==> config.mk <==
export PLATFORM = sky130hd
export DESIGN_NAME = nm_dir_sequencer_flat
export DESIGN_NICKNAME = d
export VERILOG_FILES = /design/src/rtl/othello_pkg.sv /design/src/rtl/nm_dir_sequencer_if.sv /design/src/rtl/nm_step_lut.sv /design/src/rtl/nm_dir_sequencer.sv /design/src/flat_wrapper.sv
export SDC_FILE = /design/constraint.sdc
export NUM_CORES = 1
export LEC_CHECK = 0
export ABC_CLOCK_PERIOD_IN_PS = 6900
export CORE_ASPECT_RATIO = 1.2
export CORE_UTILIZATION = 25
export DETAILED_ROUTE_END_ITERATION = 6
export PLACE_DENSITY_LB_ADDON = 0.08
export SYNTH_ARGS = -nofsm -noshare
export SYNTH_HDL_FRONTEND = slang
export SYNTH_HIERARCHICAL = 1
export SYNTH_SLANG_ARGS = --single-unit
==> constraint.sdc <==
create_clock -name clock -period 6.9 [get_ports clock]
set_input_delay 0.69 -clock clock [delete_from_list [all_inputs] [get_ports clock]]
set_output_delay 0.69 -clock clock [all_outputs]
set_load 0.02 [all_outputs]
### Cell outlines without signal wires

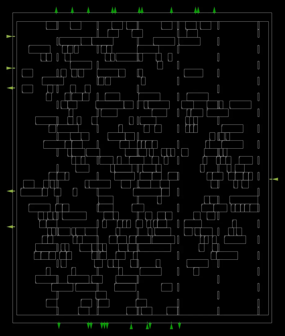
post-layout utilization of the core: 0.309
n_taps: 117
flop share of the area: 0.253
core region area: 8700 um^2
count of standard-cell rows: 37

### Cells colored by class

Bar = 20 um. Fill, decap, tap and diode cells in gray.
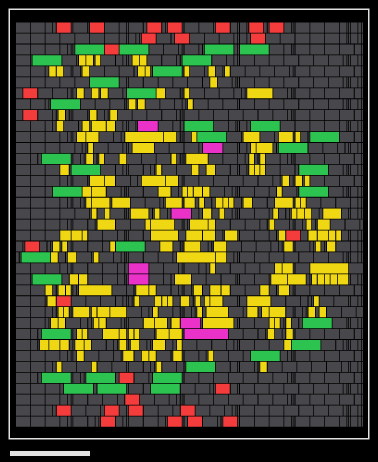
- magenta: clock drivers and dummy loads (cells 7; share of their area 4.4%)
- yellow: remaining logic cells (cells 220; share of their area 58%)
- green: registers (cells 34; share of their area 27%)
- red: remaining buffers and delay cells (cells 27; share of their area 11%)
cell area after layout: 2690 um^2

### Wiring by layer

Bar = 20 um.
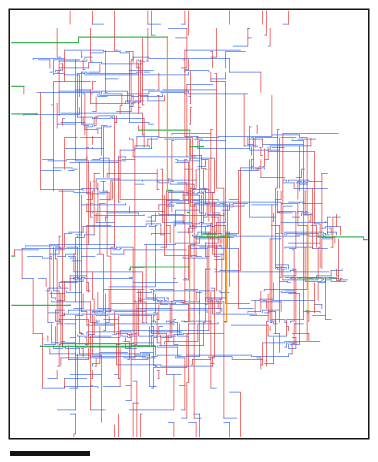
- blue: M1 (wire length 2800 um)
- orange: M4 (wire length 131 um)
- green: M3 (wire length 181 um)
- red: M2 (wire length 3130 um)
drt total wl: 6.24 mm
Overall Global Routing Usage: 0.143
Wirelength per Cell: 15.4 um
total vias in the final route: 2008

==> results.txt <==
Notes from the flow run.

Outcome:
- The flow ran to the end, and the final reports show no timing, DRC or antenna violations.

Timing:
- The run gives the final-report setup violation count as 0.
- Setup repair after global routing left no endpoint under its margin.
- The final hold violation count recorded for this run is 0.
- The run gives the transition time of the tightest slew-check pin as around 0.67 ns.
- The run puts the share of the clock period used by the worst path at 0.453.
- The run puts the worst setup slack after layout at 3.78 ns.
- The run gives the worst slew margin relative to its limit as 0.549.
- The run gives the maximum clock skew at final layout as roughly 0.0077 ns.

Global route:
- The run puts the via count of the first global-routing pass at around 1900.
- The run gives the maximum number of pins on one net before global-route repair as 26.
- Recorded from the global router log, the overflow total was 0.
- The run gives the first-pass GRT wire length as between 10 and 15 mm.
- The run puts the initial antenna violation count at 0.

Setup path:
- The run gives the startpoint class of the critical path as a flip-flop.
- The worst register-to-register path has a depth of 11.
- Looking at the critical path, the single cell with the biggest stage delay is dfxtp_1.
- In this design, the largest share of critical-path delay is due to AND-OR/OR-AND gates.
- For this run, the slowest stage of the critical path takes 0.47 ns.
- The run puts the critical path required time at between 7 and 8 ns.
- The run gives the path type of the worst setup path as flip-flop to flip-flop.
- The run puts the register-to-register setup slack at 3.78 ns.
- The worst setup path is captured at a flip-flop.
- The run puts the buffering stage count on the worst path with inverters included at 0.
- The run puts the critical path data arrival time at ~3.4 ns.
- The cell sequence reported for the critical path is ha_1 -> and3_1 -> mux2_2 -> a21oi_4 -> a21boi_1 -> a221o_2 -> a221o_1 -> nand2_1 -> xor2_1 -> nand3_1 -> a21oi_1.
- Counting buffers and inverters, the worst setup path is 11 cells deep.
- The run gives the maximum net fanout on the critical path as 8.

Job:
- In this run the tools logged warnings totalling 28.
- The run gives the reported max-cap violation count as 0.

Route:
- The run gives the via-per-instance ratio as around 5.0.
- The run puts the number of violations reported at the end of detailed-routing iteration 0 at between 70 and 80.
- The run puts the number of DRC violations after detailed routing at 0.

Power:
- The power report lists cell-internal power as around 360 uW.
- The run puts the overall power consumption at 502 uW.
- The run puts the power per standard cell area at approximately 190 nW/um^2.
- Summed over all nets, the switching power comes to roughly 140 uW.
- The run gives the portion of total power attributed to sequential cells as 0.424.
- Of the total power, combinational logic draws 0.201.
- The run gives the maximum VDD drop as between 0.09 and 0.1 mV.

Finish:
- In the layout the commonest cells are nor2_1 (35), dfxtp_1 (34), clkdlybuf4s50_1 (27).
- The finished design was reported to have a net count of approximately 300.
- The run gives the total number of multi-input combinational cells as 209.
- The run gives the number of non-clock inverters in the layout as 11.
- The run puts the total area of multi-input combinational cells at 1420 um^2.
- The layout has 6 clock buffers.
- The layout report lists the combined flip-flop and latch area as between 600 and 700 um^2.
- The run puts the count of buffers not belonging to the clock network in the layout at 27.
- The layout report gives the multi-input gate share of total cell area as 0.529.
- The run gives the clock distribution area overhead in the final layout as 0.0419.
- The run gives the sequential cell count of the final layout as 34.
- The run gives the area added between synthesis and finish as 18.4%.
- The run gives the diode insertion count for antenna repair as 0.
- The run puts the share of post-route cells with drive strength above 1 at 0.139.
- The run gives the non-filler instance count after layout as 405.
- The run gives the cell class with the largest area share as logic gates.

Hold path:
- The type recorded for the worst min-delay path is flip-flop to flip-flop.
- The run puts the number of cells on the worst hold path at 2.

Yosys:
- The run gives the post-synthesis adder-cell area fraction as 0.0331.
- The run gives the largest family of logic cells by area as AND-OR/OR-AND gates.
- The run gives the number of flip-flops and latches in the synthesized netlist as 34.
- The main area contributors are dfxtp_1 (30%), nor2_1 (5.8%), a21oi_1 (4.4%).
- The run puts the count of different cell masters after synthesis at ~75.
- The post-synth count of flops with an enable pin is 0.
- Synthesis handed over a netlist of around 270 instances.
- The most used flip-flop cell after synthesis is dfxtp_1.
- Of the synthesized area, sequential elements account for 0.300.
- The run gives the area share of xor/xnor cells in the synthesized design as 0.00386.
- The run gives the average cell area after synthesis as between 8 and 9 um^2.
- Measured against the total synthesized area, the mux share comes to 0.0386.
- After synthesis, the design contains around 270 cells according to Yosys.
- The run gives the area share of the leading cell type in the synthesized netlist as 0.300.
- The synthesis stats list as the most numerous cell nor2_1.

CTS:
- Clock tree synthesis inserted a total of 5 buffers.
- TritonCTS built the clock tree.
- The run puts the worst-case clock buffer depth at 2.
- The run puts the number of sinks handled by clock tree synthesis at 34.
- Post-CTS timing repair inserted 0 buffers for setup.
- In this run the clock root is driven by a clkbuf_8.
- The run puts the clock-pin slew of the registers on the worst-case setup and hold paths at around 0.07 ns.
- The run puts the number of levels in the clock H-tree at 2.

Place:
- The placement stage leaves a total instance area of roughly 2600 um^2.
- The run gives the number of port buffers as 27.
- The run puts the post-placement worst setup slack at around 3.6 ns.

Floorplanning:
- The run gives the overall die area as about 9500 um^2.
- In this run the vertical extent of the chip is 106 um.
- For this configuration, the core starts out at a cell density of 0.261.
==> power by group through the flow <==
stage,combinational [mW],clock [mW],sequential [mW]
5_1_grt,0.110,0.205,0.214
3_3_place_gp,0.102,0,0.217
2_1_floorplan,0.0673,0,0.220
6_report,0.101,0.188,0.213
3_5_place_dp,0.101,0,0.217
4_1_cts,0.102,0.195,0.213
==> metal layers <==
layer | part of all wire | global-route usage | up-vias
met2 | 0.50 | 0.241 | 28
met4 | 0.021 | 0.0499 | 0
met1 | 0.45 | 0.182 | 971
li1 | - | - | 998
met5 | 0 | 0 | -
met3 | 0.029 | 0.0225 | 11
==> worst min-delay path: stages (launching register included) <==
cell and delay, ns:
dfxtp_1 0.31, o21ai_1 0.06, a21oi_1 0.06
No activity file was given, so power comes from the tool's default toggle rates.
